### M3 wires, run 1

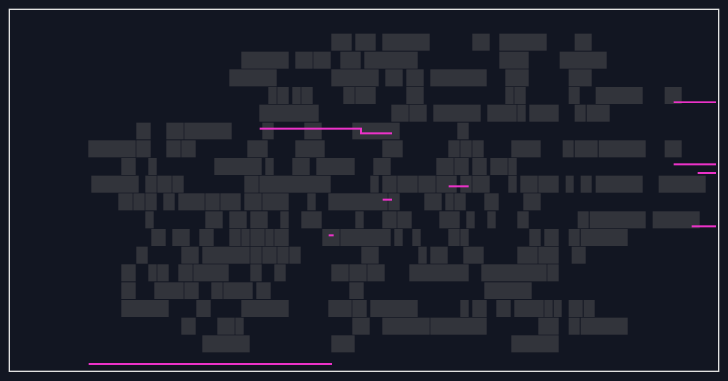
### Gate families picked out, run 1

Bar = 20 µm.
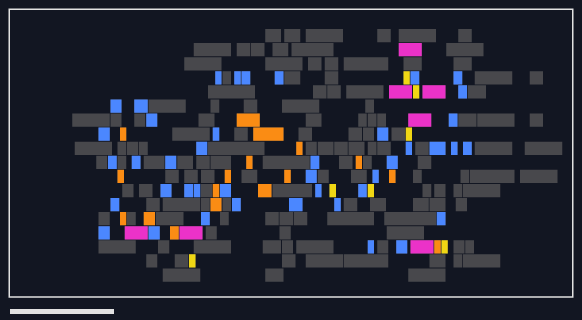
### Clock distribution, run 1

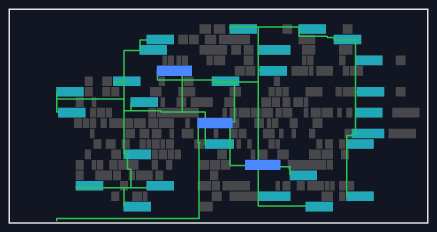
[src/rtl/reset_domain_sequencer.sv]
// Ordered, acknowledged reset release for NUM_DOMAINS downstream domains.
// Build option: define RESET_SEQ_ACK_MONITOR_EN to treat ack loss in DONE as an error.
module reset_domain_sequencer #(
  parameter int NUM_DOMAINS = 4,
  parameter int HOLD_CYCLES = 16,
  parameter int ACK_TIMEOUT = 255,
  parameter int IDX_W       = $clog2(NUM_DOMAINS)
) (
  input  logic                   clock,
  input  logic                   reset,
  input  logic                   sw_reset_req,
  input  logic [NUM_DOMAINS-1:0] domain_ack,
  output logic [NUM_DOMAINS-1:0] domain_resetn,
  output logic                   all_ready,
  output logic                   busy,
  output logic                   timeout_err,
  output logic [IDX_W-1:0]       err_domain,
  output logic [2:0]             state_dbg
);
  localparam int HC_W = (HOLD_CYCLES > 1) ? $clog2(HOLD_CYCLES) : 1;
  localparam int AT_W = (ACK_TIMEOUT > 1) ? $clog2(ACK_TIMEOUT) : 1;
  localparam logic [HC_W-1:0]  HOLD_LAST = HC_W'(HOLD_CYCLES - 1);
  localparam logic [AT_W-1:0]  ACK_LAST  = AT_W'(ACK_TIMEOUT - 1);
  localparam logic [IDX_W-1:0] IDX_LAST  = IDX_W'(NUM_DOMAINS - 1);

  typedef enum logic [2:0] {
    ASSERT_ALL = 3'd0,
    HOLD       = 3'd1,
    WAIT_ACK   = 3'd2,
    DONE       = 3'd3,
    ERROR      = 3'd4
  } state_t;

  state_t                 state_q, state_d;
  logic [IDX_W-1:0]       idx_q, idx_d;
  logic [HC_W-1:0]        hold_q, hold_d;
  logic [AT_W-1:0]        tmr_q, tmr_d;
  logic [NUM_DOMAINS-1:0] resetn_d;
  logic                   ready_d, busy_d, err_d;
  logic [IDX_W-1:0]       err_dom_d;

  assign state_dbg = state_q;

`ifdef RESET_SEQ_ACK_MONITOR_EN
  logic             mon_drop;
  logic [IDX_W-1:0] mon_idx;

  // Lowest-numbered domain whose ack has fallen.
  always_comb begin
    mon_drop = 1'b0;
    mon_idx  = '0;
    for (int i = NUM_DOMAINS - 1; i >= 0; i--) begin
      if (!domain_ack[i]) begin
        mon_drop = 1'b1;
        mon_idx  = IDX_W'(i);
      end
    end
  end
`endif

  // Handshake: raising domain_resetn[idx] is the request; domain_ack[idx] high on any
  // WAIT_ACK edge completes it. Acks from any other domain, or outside WAIT_ACK, are ignored.
  always_comb begin
    state_d   = state_q;
    idx_d     = idx_q;
    hold_d    = hold_q;
    tmr_d     = tmr_q;
    resetn_d  = domain_resetn;
    ready_d   = all_ready;
    busy_d    = busy;
    err_d     = timeout_err;
    err_dom_d = err_domain;
    if (sw_reset_req) begin
      state_d   = ASSERT_ALL;
      idx_d     = '0;
      hold_d    = '0;
      resetn_d  = '0;
      ready_d   = 1'b0;
      busy_d    = 1'b1;
      err_d     = 1'b0;
      err_dom_d = '0;
    end else begin
      case (state_q)
        ASSERT_ALL: begin
          state_d  = HOLD;
          idx_d    = '0;
          hold_d   = '0;
          resetn_d = '0;
          ready_d  = 1'b0;
          busy_d   = 1'b1;
          err_d    = 1'b0;
        end
        HOLD: begin
          if (hold_q == HOLD_LAST) begin
            resetn_d[idx_q] = 1'b1;
            tmr_d           = '0;
            state_d         = WAIT_ACK;
          end else begin
            hold_d = hold_q + HC_W'(1);
          end
        end
        WAIT_ACK: begin
          if (domain_ack[idx_q]) begin
            if (idx_q == IDX_LAST) begin
              state_d = DONE;
              ready_d = 1'b1;
              busy_d  = 1'b0;
            end else begin
              idx_d   = idx_q + IDX_W'(1);
              hold_d  = '0;
              state_d = HOLD;
            end
          end else if (tmr_q == ACK_LAST) begin
            state_d         = ERROR;
            resetn_d[idx_q] = 1'b0;
            err_d           = 1'b1;
            err_dom_d       = idx_q;
            ready_d         = 1'b0;
            busy_d          = 1'b0;
          end else begin
            tmr_d = tmr_q + AT_W'(1);
          end
        end
        DONE: begin
`ifdef RESET_SEQ_ACK_MONITOR_EN
          if (mon_drop) begin
            state_d           = ERROR;
            resetn_d[mon_idx] = 1'b0;
            err_d             = 1'b1;
            err_dom_d         = mon_idx;
            ready_d           = 1'b0;
            busy_d            = 1'b0;
          end
`endif
        end
        ERROR: ;
        default: state_d = ASSERT_ALL;
      endcase
    end
  end

  always_ff @(posedge clock) begin
    if (reset) begin
      state_q       <= ASSERT_ALL;
      idx_q         <= '0;
      hold_q        <= '0;
      tmr_q         <= '0;
      domain_resetn <= '0;
      all_ready     <= 1'b0;
      busy          <= 1'b1;
      timeout_err   <= 1'b0;
      err_domain    <= '0;
    end else begin
      state_q       <= state_d;
      idx_q         <= idx_d;
      hold_q        <= hold_d;
      tmr_q         <= tmr_d;
      domain_resetn <= resetn_d;
      all_ready     <= ready_d;
      busy          <= busy_d;
      timeout_err   <= err_d;
      err_domain    <= err_dom_d;
    end
  end
endmodule

[config.mk]
export PLATFORM = sky130hd
export DESIGN_NAME = reset_domain_sequencer
export DESIGN_NICKNAME = d
export VERILOG_FILES = /design/src/rtl/reset_domain_sequencer.sv
export SDC_FILE = /design/constraint.sdc
export NUM_CORES = 1
export LEC_CHECK = 0
export ABC_AREA = 0
export CAP_MARGIN = 20
export CORE_ASPECT_RATIO = 0.5
export CORE_MARGIN = 1
export CORE_UTILIZATION = 25
export DETAILED_ROUTE_END_ITERATION = 16
export PLACE_DENSITY = 0.47
export SLEW_MARGIN = 20
export SYNTH_ARGS = -nofsm -noshare
export SYNTH_HDL_FRONTEND = slang
export SYNTH_SLANG_ARGS = --single-unit
[constraint.sdc]
create_clock -name clock -period 1.9 [get_ports clock]
set_input_delay 0.38 -clock clock [delete_from_list [all_inputs] [get_ports clock]]
set_output_delay 0.38 -clock clock [all_outputs]
set_load 0.1 [all_outputs]
==> impl_metrics.tcl, run 1 <==
# place-and-route summary
set metrics [dict create \
    clock_tree_from_tritoncts "yes" \
    worst_setup_hold_path_clk_slew_ns 0.07 \
    setup_total_negative_slack_ns 0 \
    post-route-worst-setup-slack_ns 0.0858 \
    finalSetupViolCount 0 \
    yosys_warnings 0 \
    floorplanUtilization_pct 27.4 \
    dp_hpwl_um 2820 \
    fmax_mhz 551 \
    holdPathStages 2 \
    floorplan.nets 180 \
    critPathLaunch "idx_q[0]" \
    dp_slack_ns -0.336 \
    ys_seq_share_pct 36.7 \
    registers.top_by_ff_count "tmr_q" \
    tightestPinTransition_ns 0.368 \
    synth-seq-cells 26 \
    cts_post_setup_buffers_inserted 1 \
    cts-hold-fix-buffers 0 \
    synthAoiAreaFrac_pct 20.9 \
    reg_top3 "tmr_q (8), domain_resetn (4), hold_q (4)" \
    max_reg_flops 8 \
    timing.max_cap.violations 0 \
    initialDrtViolationCount 48 \
    critical_path.n_buffers_inverters 0 \
    die_height_um 55.3 \
    grt.total_usage_pct 13.7 \
    most_common_flop_cell_mapped_by_yosys "dfxtp_1" \
    drv_slew 0 \
    status "finished clean" \
    r2r_end "tmr_q[1]" \
    maximum_number_of_pins_on_one_net_before_global_route_repair 16 \
    r2r_cells 4 \
    area.growth.synth_to_final_pct 41.5 \
    critical_path_arrival_ns 1.97 \
    unrepaired_setup_endpoints_after_global_routing "no" \
    timing.critical_path.slowest_cell_delay_ns 0.57 \
    cts-htree-levels 1 \
    finalHoldWorstSlack_ns 0.463 \
    worstSetupEndpoint "tmr_q[1]" \
    final_layout_size_suffix_gt1_share_pct 26.1 \
]
About 'M3 wires':
The layer holds 2.2% of the routed length. The longest straight run is 37.0 µm. 7 nets have wire on it. The wires run mostly horizontal.
detailed-route via count: 1362
global-route met3 utilization: 3.19%
Detailed Route WL: 3730 µm

About 'Gate families picked out':
Key: yellow = inv cells [cells 7, most used inv_1]; magenta = fa/ha/maj cells [cells 7, most used ha_1]; orange = nor cells [cells 17, most used nor2_1]; blue = nand cells [cells 42, most used nand3_1]
final standard cell count with taps included and fillers excluded: 277
most frequent logic cell in the layout: buf_4
combinational share of cell area: 43.1%

About 'Clock distribution':
Key: blue = clock-net drivers [count 3]; cyan = flip-flops [count 26]; green = clock wires [length 410 µm]
There are 4 routed clock nets.
Clk power: 0.000623 W
clock network power share: 49.9%

[run 1: metal layers]
metal / wire length [µm] / global-route usage (%)
met5: 0 / 0
met4: 29 / 3.47
met3: 80 / 3.19
met2: 1610 / 20.6
met1: 2010 / 19.7
[run 1: tightest hold or removal path, stage by stage, from the launching register on]
cell     delay [ns]
dfxtp_1        0.31
nand2_1        0.05
o21ai_1        0.05
[run 1: report_power, final]
group          internal (W)  switching [W]  total (W)
registers          0.000543     0.00000465   0.000547
clock network      0.000420       0.000203   0.000623
logic             0.0000367      0.0000421  0.0000788
[run 1: final cells by class]
cell class / instances / area, µm²
well taps: 70 / 87.6
repair buffers: 42 / 392
clock inverters: 1 / 30.0
clock buffers: 3 / 75.1
multi-input cells: 128 / 865
inverters: 7 / 26.3
flip-flops and latches: 26 / 533
fillers: 539 / 3170
### Drive-strength map, run 1

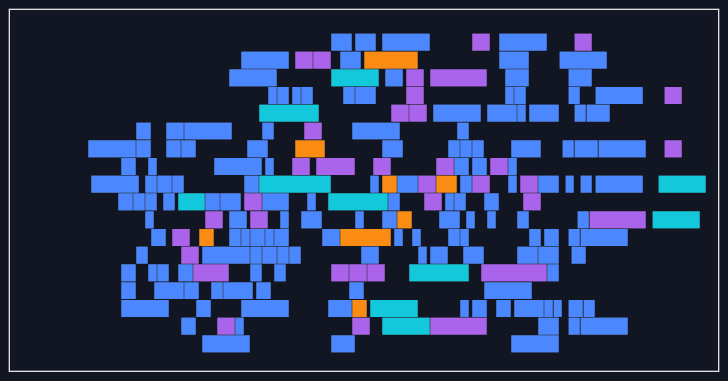

==> run 1 -> run 2 <==
--- a/config.mk
+++ b/config.mk
@@ -8,2 +8,3 @@
 export ABC_AREA = 0
+export ABC_CLOCK_PERIOD_IN_PS = 1900
 export CAP_MARGIN = 20
@@ -13,3 +14,3 @@
 export DETAILED_ROUTE_END_ITERATION = 16
-export PLACE_DENSITY = 0.47
+export PLACE_DENSITY = 0.45
 export SLEW_MARGIN = 20
==> constraint.sdc (replaced) <==
create_clock -name clock -period 1.9 [get_ports clock]
set_input_delay 0.285 -clock clock [delete_from_list [all_inputs] [get_ports clock]]
set_output_delay 0.285 -clock clock [all_outputs]
set_load 0.1 [all_outputs]
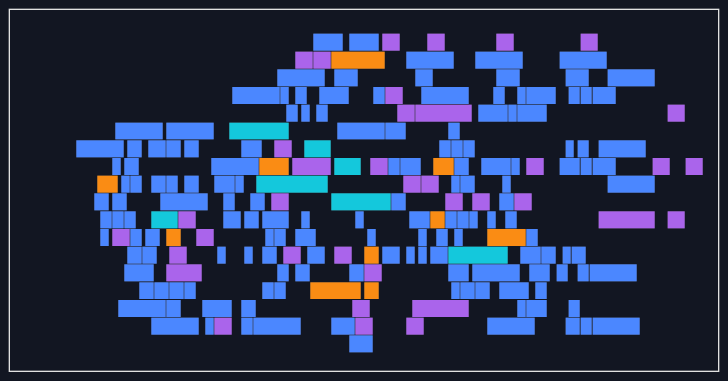
*Drive-strength map, run 2*
Key: blue = x1 and smaller [cells 152]; purple = x3 and x4 [cells 37]; orange = x2 [cells 10]; cyan = x6 and larger [cells 7]
non-clock buffer count in the final layout: 41
area added between synthesis and finish: 37.5%

==> impl_metrics.tcl, run 2 <==
# place-and-route summary
set metrics [dict create \
    max_reg_flops 8 \
    fmax_mhz 532 \
    cts_post_setup_buffers_inserted 0 \
    status "finished clean" \
    most_common_flop_cell_mapped_by_yosys "dfxtp_1" \
    maximum_number_of_pins_on_one_net_before_global_route_repair 16 \
    dp_slack_ns -0.254 \
    synthAoiAreaFrac_pct 20.9 \
    floorplanUtilization_pct 27.4 \
    ys_seq_share_pct 36.7 \
    clock_tree_from_tritoncts "yes" \
    drv_slew 0 \
    combinational_share_of_cell_area_pct 43.9 \
    fillers 552 \
    finish.cell_count_without_fillers 276 \
    yosys_warnings 0 \
    grt.total_usage_pct 13.6 \
    clkCellAreaFrac_pct 5.39 \
    dp_hpwl_um 2790 \
    area.share.sequential_pct 27.3 \
    worst_setup_hold_path_clk_slew_ns 0.06 \
    logic_gates 128 \
    nNonClkInverters 7 \
    mostFrequentLayoutCell "buf_4" \
    finalSetupViolCount 0 \
    clkbuf_count 3 \
    critical_path_arrival_ns 2.03 \
]
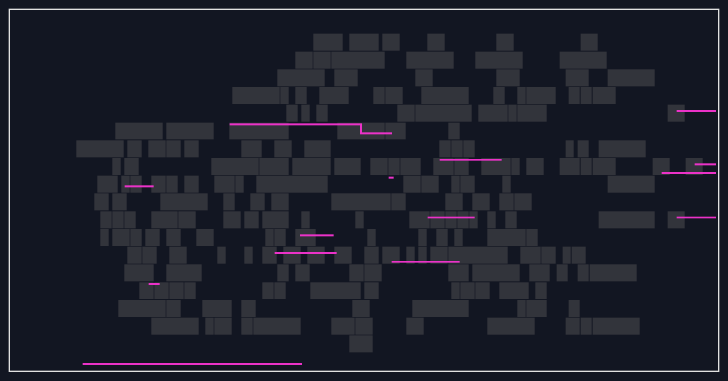
*M3 wires, run 2*
Detailed Route WL: 3710 µm
detailed-route via count: 1361
global-route met3 utilization: 4.01%

==> run 2: report_power, final <==
group	internal [W]	switching [W]	total (W)
combinational	0.0000339	0.0000406	0.0000745
clock	0.000420	0.000202	0.000622
sequential	0.000543	0.00000376	0.000547
total	0.000997	0.000246	0.00124
==> run 2: per-layer routing <==
layer	up-vias	global-route usage [%]	share of wire [%]
met5	-	0	0
met4	0	4.63	0.70
met3	4	4.01	3.4
met2	20	18.9	41
met1	633	19.7	55
li1	704	-	-
==> run 2: worst paths after layout <==
| check | start | cells past startpoint | endpoint |
|---|---|---|---|
| max | domain_ack[1] | 5 | tmr_q[1] |
| max reg2reg | idx_q[0] | 4 | tmr_q[1] |
| min reg2reg | err_domain[0] | 2 | err_domain[0] |
| min | err_domain[0] | 2 | err_domain[0] |
### Clock distribution, run 2

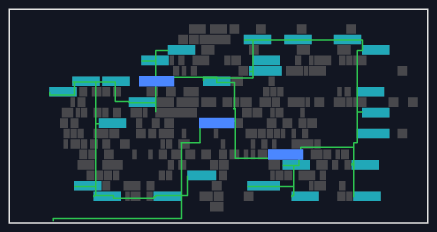

==> run 2 -> run 3 <==
Settings changed: CORE_MARGIN 1 to 2.
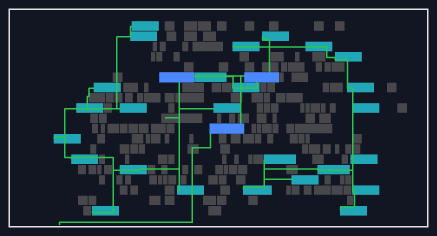
*Clock distribution, run 3*
Clk power: 0.000626 W
latest clock arrival within the worst-skew pair: 0.26 ns
clock network power share: 50.1%
Worst Skew: 0.00432 ns

==> impl_metrics.tcl, run 3 <==
# place-and-route summary
set metrics [dict create \
    status "finished clean" \
    dp_hpwl_um 2860 \
    holdPathStages 2 \
    tightestPinTransition_ns 0.351 \
    worst_setup_hold_path_clk_slew_ns 0.07 \
    layout.buffer.nonclock.area_share_pct 16.2 \
    mostFrequentLayoutCell "buf_4" \
    logic_gates 128 \
    fmax_mhz 538 \
    max_reg_flops 8 \
    post-route-worst-setup-slack_ns 0.0414 \
    cellInternalPower_w 0.000997 \
    globalRouteMet3Util_pct 3.29 \
    sw_frac_of_total_pct 20.1 \
    maxPowerGroup "the clock network" \
    area.share.sequential_pct 27.4 \
    globalRouteMet1Util_pct 18.4 \
    layout.non_clock_buffers 40 \
    comb_power_share_pct 6.1 \
    drv_slew 0 \
    floorplanUtilization_pct 25.9 \
    wl_met2_um 1580 \
    ys_seq_share_pct 36.7 \
    r2r_cells 4 \
    maximum_number_of_pins_on_one_net_before_global_route_repair 16 \
    combinationalPower_w 0.0000760 \
    min_from "err_domain[0]" \
    combinational_share_of_cell_area_pct 44.9 \
    p_seq_share_pct 43.8 \
    fillers 578 \
    met1_wl_um 2080 \
]
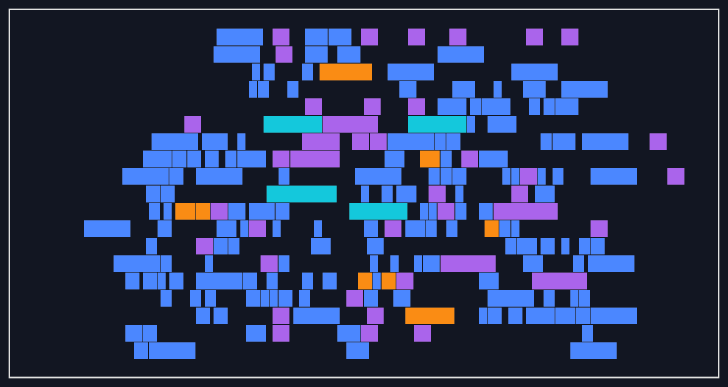
*Drive-strength map, run 3*
Key: purple = x3 and x4 [cells 40]; orange = x2 [cells 8]; cyan = x6 and larger [cells 4]; blue = x1 and smaller [cells 153]

run 3: cell counts after synthesis:
No cell type changed its count.
run 3: kinds of logic after synthesis:
family          Yosys count  share of synthesized area (%)
xor+xnor                  1                          0.617
flops                    26                           36.7
simple gates             74                           29.5
buf+inv                  12                           3.70
fa+ha+maj                 7                           6.17
mux                       2                           2.38
compound gates           44                           20.9
run 3: timing repair:
action / CTS / global route
resized: 0 / 3
buffers inserted: 0 / 0
hold endpoints to repair: 0 / 0
hold buffers: 0 / 0
endpoints found under the setup margin: 0 / 4
run 3: through the flow:
step                setup TNS [ns]  utilization [%]  std cells
CTS                              0             35.1        278
global route               -0.0204             35.6        278
detailed placement           -4.18             33.2        274
finish                           0             35.6        278
floorplan                        0                -        166
global placement             -3.55             33.2        274
Power and IR drop assume default switching activity.
